**config.mk**
```make
export PLATFORM = sky130hd
export DESIGN_NAME = gelato_ifetch
export DESIGN_NICKNAME = d
export VERILOG_FILES = /design/src/rtl/gelato_ifetch.sv
export SDC_FILE = /design/constraint.sdc
export NUM_CORES = 1
export LEC_CHECK = 0
export CAP_MARGIN = 20
export CORE_MARGIN = 2
export CORE_UTILIZATION = 35
export CTS_CLUSTER_DIAMETER = 50
export DETAILED_ROUTE_END_ITERATION = 8
export GPL_ROUTABILITY_DRIVEN = 0
export PLACE_DENSITY = 0.74
export SYNTH_ARGS = -nofsm -noshare
export SYNTH_HDL_FRONTEND = slang
export SYNTH_SLANG_ARGS = --single-unit
```
**constraint.sdc**
```tcl
create_clock -name clk -period 4.8 [get_ports clk]
set_clock_uncertainty 0.1 [all_clocks]
set_input_delay 1.2 -clock clk [delete_from_list [all_inputs] [get_ports clk]]
set_output_delay 1.2 -clock clk [all_outputs]
set_load 0.005 [all_outputs]
```
**src/rtl/gelato_ifetch.sv**
```systemverilog
// gelato_ifetch: single-outstanding instruction fetch stage between scheduler and decode.
// Optional misaligned-pc fault path enabled by GELATO_IFETCH_ALIGN_CHECK_EN.
module gelato_ifetch #(
  parameter int ADDR_WIDTH      = 32,
  parameter int INST_WIDTH      = 32,
  parameter int WARP_NUM_WIDTH  = 5,
  parameter int SPLIT_NUM_WIDTH = 4
) (
  input  logic                       clk,
  input  logic                       rst,
  input  logic                       skd_valid,
  input  logic [ADDR_WIDTH-1:0]      skd_pc,
  input  logic [WARP_NUM_WIDTH-1:0]  skd_warp_num,
  input  logic [SPLIT_NUM_WIDTH-1:0] skd_split_table_num,
  output logic                       skd_ready,
  output logic                       icache_req_valid,
  output logic [ADDR_WIDTH-1:0]      icache_req_addr,
  input  logic                       icache_req_ready,
  input  logic                       icache_rsp_valid,
  input  logic [INST_WIDTH-1:0]      icache_rsp_data,
  input  logic                       flush,
  output logic                       dec_valid,
  input  logic                       dec_ready,
  output logic [INST_WIDTH-1:0]      dec_inst,
  output logic [ADDR_WIDTH-1:0]      dec_pc,
  output logic [WARP_NUM_WIDTH-1:0]  dec_warp_num,
  output logic [SPLIT_NUM_WIDTH-1:0] dec_split_table_num,
  output logic                       dec_fault
);

  typedef enum logic [2:0] {
    IDLE,
    REQ,
    WAIT,
    OUT,
    DRAIN
  } state_t;

  state_t state, state_nx;

  logic [ADDR_WIDTH-1:0]      pc_q;
  logic [WARP_NUM_WIDTH-1:0]  warp_q;
  logic [SPLIT_NUM_WIDTH-1:0] split_q;
  logic [INST_WIDTH-1:0]      inst_q;
  logic                       fault_q;
  logic                       accept;
  logic                       misalign;
  logic                       rsp_take;

`ifdef GELATO_IFETCH_ALIGN_CHECK_EN
  assign misalign = |skd_pc[1:0];
`else
  assign misalign = 1'b0;
`endif

  // rst gates ready so every output reads 0 while reset is held
  assign skd_ready = (state == IDLE) && !flush && !rst;
  assign accept    = skd_valid && skd_ready;
  assign rsp_take  = (state == WAIT) && icache_rsp_valid && !flush;

  assign icache_req_valid    = (state == REQ);
  assign icache_req_addr     = pc_q;
  assign dec_valid           = (state == OUT);
  assign dec_inst            = inst_q;
  assign dec_pc              = pc_q;
  assign dec_warp_num        = warp_q;
  assign dec_split_table_num = split_q;
  assign dec_fault           = fault_q && dec_valid;

  always_comb begin
    state_nx = state;
    unique case (state)
      IDLE: begin
        if (accept) state_nx = misalign ? OUT : REQ;
      end
      REQ: begin
        if (icache_req_ready) state_nx = flush ? DRAIN : WAIT;
        else if (flush)       state_nx = IDLE;
      end
      WAIT: begin
        if (flush)                 state_nx = icache_rsp_valid ? IDLE : DRAIN;
        else if (icache_rsp_valid) state_nx = OUT;
      end
      DRAIN: begin
        if (icache_rsp_valid) state_nx = IDLE;
      end
      OUT: begin
        if (flush || dec_ready) state_nx = IDLE;
      end
      default: state_nx = IDLE;
    endcase
  end

  always_ff @(posedge clk or posedge rst) begin
    if (rst) state <= IDLE;
    else     state <= state_nx;
  end

  always_ff @(posedge clk or posedge rst) begin
    if (rst) begin
      pc_q    <= '0;
      warp_q  <= '0;
      split_q <= '0;
      inst_q  <= '0;
      fault_q <= 1'b0;
    end else begin
      if (accept) begin
        pc_q    <= skd_pc;
        warp_q  <= skd_warp_num;
        split_q <= skd_split_table_num;
        fault_q <= misalign;
        if (misalign) inst_q <= '0;
      end
      if (rsp_take) inst_q <= icache_rsp_data;
    end
  end

endmodule

```
**Run 1: drive-strength map**

Scale: 4 px per um.
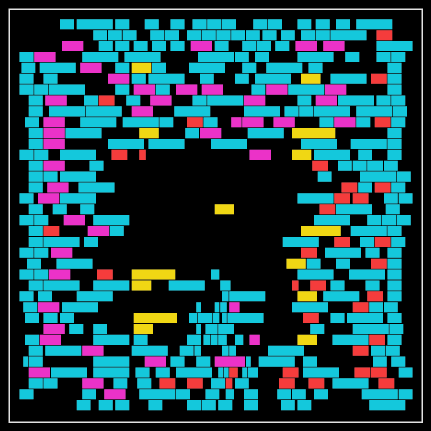
- cyan: _0 and _1 cells (cells 292; share 76%; most used clkdlybuf4s50_1)
- yellow: _6 and larger (cells 14; share 3.6%; most used clkbuf_8)
- magenta: _3 and _4 cells (cells 44; share 11%; most used mux2_4)
- red: _2 cells (cells 36; share 9.3%; most used mux2_2)
cell area after layout: 5390 um2
layout overhead on the synthesized area: 57.6%
worst-case setup margin in the final layout: 0.847 ns
bufs w/o clock: 191

**Run 1: cell placement**

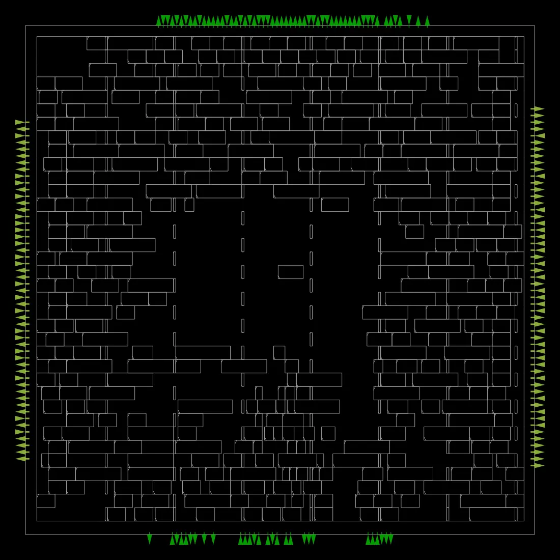
num sequential: 76
register fraction of the total cell area: 35.3%
utilization after layout: 55.9%

**Run 1: gate-type map**

Scale: 4 px per um.
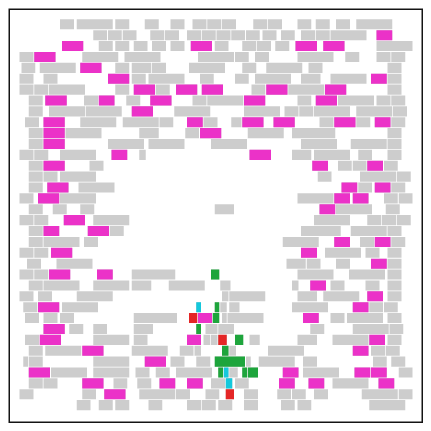
- magenta: multiplexers (cells 75; most used mux2_4; where spread over the die)
- red: AND and OR gates (cells 3; most used and3_1)
- green: NOR gates (cells 10; most used nor2_1; where south)
- cyan: inverters (cells 3; most used inv_1)
share of cell area taken by multi-input logic gates: 21.4%
most numerous logic cell after layout: clkdlybuf4s50_1
number of standard cells in the final layout excluding fillers: 519

**Run 1: wiring by layer**

Scale: 4 px per um. Only two layers are drawn.
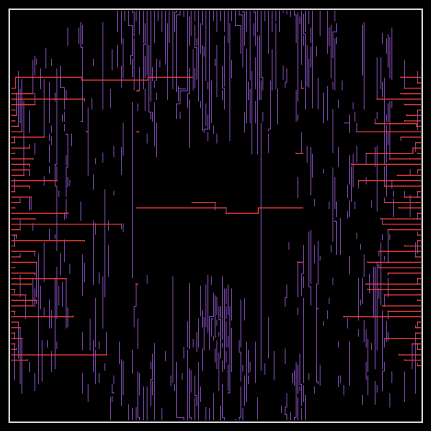
- red: metal 3 (wire length 704 um)
- purple: metal 2 (wire length 3,690 um)
routed wirelength normalized by instance count: 14.7 um
Overall Global Routing Usage: 14.3%
total number of vias: 2,298

==> run_summary.xml, run 1 <==
<?xml version="1.0" encoding="UTF-8"?>
<metrics>
  <group name="worst_hold_path">
    <metric name="holdPathEnd" unit="">dec_inst[2]</metric>
  </group>
  <group name="power">
    <metric name="power_frac_seq" unit="%">36.0</metric>
    <metric name="powerDensity" unit="nW/um2">599</metric>
    <metric name="swShare" unit="%">24.9</metric>
  </group>
  <group name="global_route">
    <metric name="grt_pass1_vias" unit="">2385</metric>
    <metric name="antenna_violations_before_repair" unit="">0</metric>
    <metric name="globalRouteMet1Util" unit="%">17.4</metric>
    <metric name="grt_most_used_layer" unit="">met2</metric>
    <metric name="first_pass_grt_wire_length" unit="mm">11.5</metric>
  </group>
  <group name="timing">
    <metric name="maxSlewViolCount" unit="">0</metric>
    <metric name="maxClockFrequency" unit="GHz">0.253</metric>
  </group>
  <group name="worst_setup_path">
    <metric name="timing.critical_path.required" unit="ns">3.50</metric>
    <metric name="path_buffers" unit="">2</metric>
    <metric name="cpMostUsedCell" unit="">clkdlybuf4s50_1</metric>
    <metric name="path_cells" unit="">clkdlybuf4s50_1 -&gt; nor4_4 -&gt; and2_1 -&gt; clkdlybuf4s50_1</metric>
    <metric name="end_of_the_critical_path" unit="">skd_ready</metric>
  </group>
  <group name="layout">
    <metric name="nMultiInputCombCells" unit="">101</metric>
    <metric name="n_fill_cell" unit="">836</metric>
    <metric name="antenna_cells" unit="">0</metric>
    <metric name="layout.buffer.nonclock.area_share" unit="%">35.6</metric>
  </group>
  <group name="run_status">
    <metric name="outcome" unit="">finished clean</metric>
  </group>
  <group name="cts">
    <metric name="clkLatencyLatePin" unit="ns">0.34</metric>
    <metric name="cts.repair_timing.setup_buffer_count" unit="">0</metric>
    <metric name="cts_htree_levels" unit="">3</metric>
    <metric name="postCtsResizedCells" unit="">0</metric>
    <metric name="clk_pin_slew_worst_paths" unit="ns">0.07</metric>
  </group>
  <group name="placed_design">
    <metric name="dp_slack" unit="ns">0.842</metric>
    <metric name="dpl_cell_area" unit="um2">5130</metric>
  </group>
  <group name="route">
    <metric name="routed_vias_inst" unit="">4.43</metric>
    <metric name="dr.first_iter.drc_count" unit="">37</metric>
  </group>
  <group name="synth">
    <metric name="synth.top_cell.area_share" unit="%">55.6</metric>
    <metric name="yosys_warnings" unit="">0</metric>
    <metric name="topCombFamilyByArea" unit="">multiplexers</metric>
    <metric name="adder_share" unit="%">0</metric>
    <metric name="synthFlopType" unit="">dfrtp_1</metric>
  </group>
  <group name="floorplanning">
    <metric name="dieHeight" unit="um">103</metric>
    <metric name="floorplan.rows" unit="">36</metric>
  </group>
</metrics>
**Run 1: wiring heat map**

Scale: 3 px per um. The die is cut into 21 by 21 equal tiles; dark purple is low, yellow is high, scaled to the fullest tile. Values are wire area over tile area, all layers added.
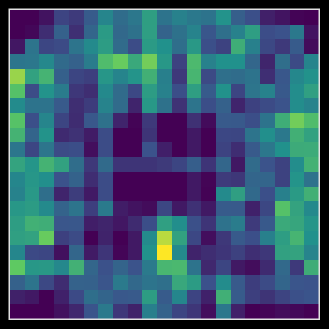

## Run 2: what changed since run 1
==> constraint.sdc (replaced) <==
create_clock -name clk -period 4.1 [get_ports clk]
set_clock_uncertainty 0.1 [all_clocks]
set_input_delay 1.025 -clock clk [delete_from_list [all_inputs] [get_ports clk]]
set_output_delay 1.025 -clock clk [all_outputs]
set_load 0.005 [all_outputs]
**Run 2: wiring heat map**

Scale: 3 px per um. The die is cut into 21 by 21 equal tiles; dark purple is low, yellow is high, scaled to the fullest tile. Values are wire area over tile area, all layers added.
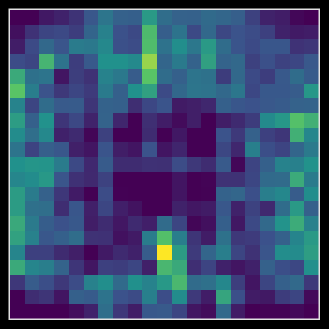
- fullest tile: 0.46
- emptiest ninth of the die: center
- tiles over half the peak: 9.3%
- mean over tiles: 0.12
- nearly empty tiles: 9.3%
- densest ninth of the die: north

==> run 2 against run 1 <==
Effect of this change: clock power is 7.9% lower; register-to-register slack got worse by 0.70 ns; synthesized area unchanged; via count down 1.4%; synthesized cell count stayed put; sequential power grew 18%; clock-buffer cell count up 4; flip-flop count did not move; sequential share of layout area grew 0.46 points; largest power group unchanged.
==> run_summary.xml, run 2 <==
<?xml version="1.0" encoding="UTF-8"?>
<metrics>
  <group name="run_status">
    <metric name="outcome" unit="">finished clean</metric>
  </group>
  <group name="power">
    <metric name="powerDensity" unit="nW/um2">684</metric>
  </group>
  <group name="global_route">
    <metric name="grt_pass1_vias" unit="">2368</metric>
    <metric name="grt_most_used_layer" unit="">met2</metric>
    <metric name="antenna_violations_before_repair" unit="">0</metric>
    <metric name="globalRouteMet1Util" unit="%">17.5</metric>
  </group>
  <group name="placed_design">
    <metric name="dpl_cell_area" unit="um2">5130</metric>
    <metric name="dp_slack" unit="ns">0.435</metric>
  </group>
  <group name="route">
    <metric name="dr.first_iter.drc_count" unit="">35</metric>
    <metric name="dr_total_vias" unit="">2265</metric>
    <metric name="routed_vias_inst" unit="">4.36</metric>
  </group>
  <group name="layout">
    <metric name="buffers_excl_clock" unit="">191</metric>
    <metric name="lay_top_count" unit="">clkdlybuf4s50_1</metric>
    <metric name="layout.buffer.nonclock.area_share" unit="%">35.7</metric>
    <metric name="nMultiInputCombCells" unit="">101</metric>
    <metric name="ff_count" unit="">76</metric>
  </group>
  <group name="cts">
    <metric name="clk_pin_slew_worst_paths" unit="ns">0.07</metric>
    <metric name="cts_htree_levels" unit="">3</metric>
    <metric name="cts.repair_timing.setup_buffer_count" unit="">0</metric>
  </group>
  <group name="worst_setup_path">
    <metric name="path_buffers" unit="">2</metric>
  </group>
</metrics>
**Run 2: gate-type map**

Scale: 4 px per um.
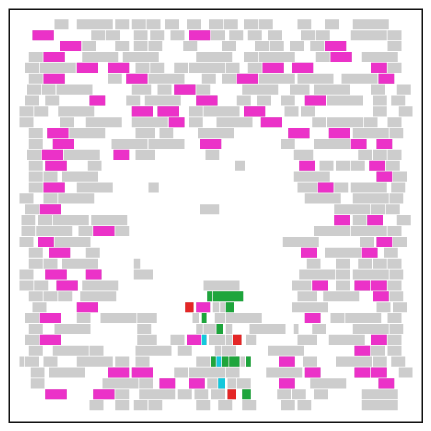
- red: AND and OR gates (cells 3; most used and3_1)
- green: NOR gates (cells 10; most used nor2_1; where south)
- magenta: multiplexers (cells 75; most used mux2_4; where spread over the die)
- cyan: inverters (cells 3; most used inv_1)

## Run 3: what changed since run 2
--- a/config.mk
+++ b/config.mk
@@ -15,3 +15,4 @@
 export SYNTH_ARGS = -nofsm -noshare
 export SYNTH_HDL_FRONTEND = slang
 export SYNTH_SLANG_ARGS = --single-unit
+export TNS_END_PERCENT = 100
**Run 3: wiring by layer**

Scale: 4 px per um. Only two layers are drawn.
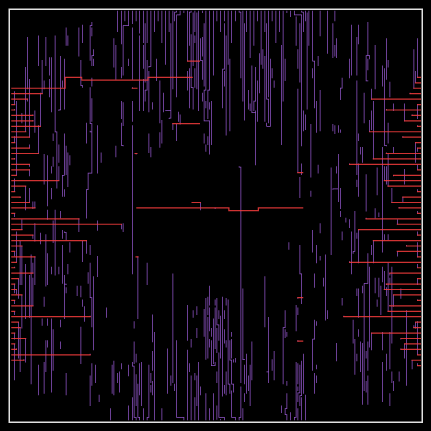
- red: metal 3 (wire length 658 um)
- purple: metal 2 (wire length 3,760 um)

**Run 3: drive-strength map**

Scale: 4 px per um.
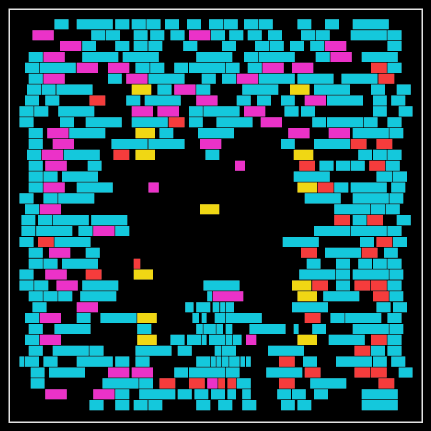
- red: _2 cells (cells 35; share 9.1%; most used mux2_2)
- magenta: _3 and _4 cells (cells 45; share 12%; most used mux2_4)
- cyan: _0 and _1 cells (cells 293; share 76%; most used clkdlybuf4s50_1)
- yellow: _6 and larger (cells 13; share 3.4%; most used clkbuf_8)

==> run 3 against run 2 <==
Effect of this change: clock power barely moved; power did not move; critical path type unchanged; via count did not move; register-to-register slack barely moved; wire length did not move; critical path depth did not move; fmax did not move; largest cell class unchanged; combinational power barely moved.
==> run_summary.xml, run 3 <==
<?xml version="1.0" encoding="UTF-8"?>
<metrics>
  <group name="global_route">
    <metric name="globalRouteMet1Util" unit="%">17.5</metric>
    <metric name="grt_pass1_vias" unit="">2368</metric>
    <metric name="grt_most_used_layer" unit="">met2</metric>
    <metric name="first_pass_grt_wire_length" unit="mm">11.4</metric>
  </group>
  <group name="floorplanning">
    <metric name="dieHeight" unit="um">103</metric>
    <metric name="floorplan.rows" unit="">36</metric>
  </group>
  <group name="power">
    <metric name="powerDensity" unit="nW/um2">684</metric>
    <metric name="power_frac_seq" unit="%">37.5</metric>
  </group>
  <group name="layout">
    <metric name="n_fill_cell" unit="">871</metric>
    <metric name="nMultiInputCombCells" unit="">101</metric>
    <metric name="final_core_util" unit="%">55.2</metric>
    <metric name="lay_top_count" unit="">clkdlybuf4s50_1</metric>
    <metric name="cell_area_after_layout" unit="um2">5320</metric>
    <metric name="final-instance-count-excl-fill" unit="">519</metric>
    <metric name="area.growth.synth_to_final" unit="%">55.6</metric>
    <metric name="antenna_cells" unit="">0</metric>
    <metric name="register_fraction_of_the_total_cell_area" unit="%">35.7</metric>
  </group>
  <group name="timing">
    <metric name="maxSlewViolCount" unit="">0</metric>
  </group>
  <group name="placed_design">
    <metric name="dp_slack" unit="ns">0.435</metric>
    <metric name="dpl_cell_area" unit="um2">5130</metric>
  </group>
  <group name="run_status">
    <metric name="outcome" unit="">finished clean</metric>
  </group>
  <group name="route">
    <metric name="dr_total_vias" unit="">2265</metric>
    <metric name="routedWlPerCell" unit="um">14.8</metric>
  </group>
  <group name="worst_setup_path">
    <metric name="path_buffers" unit="">2</metric>
    <metric name="timing.critical_path.required" unit="ns">2.97</metric>
    <metric name="cpMostUsedCell" unit="">clkdlybuf4s50_1</metric>
  </group>
  <group name="cts">
    <metric name="clkLatencyLatePin" unit="ns">0.33</metric>
    <metric name="cts_htree_levels" unit="">3</metric>
  </group>
  <group name="worst_hold_path">
    <metric name="holdPathEnd" unit="">dec_inst[2]</metric>
  </group>
</metrics>
Power figures rest on the tool's default switching activity, not on a simulated workload.
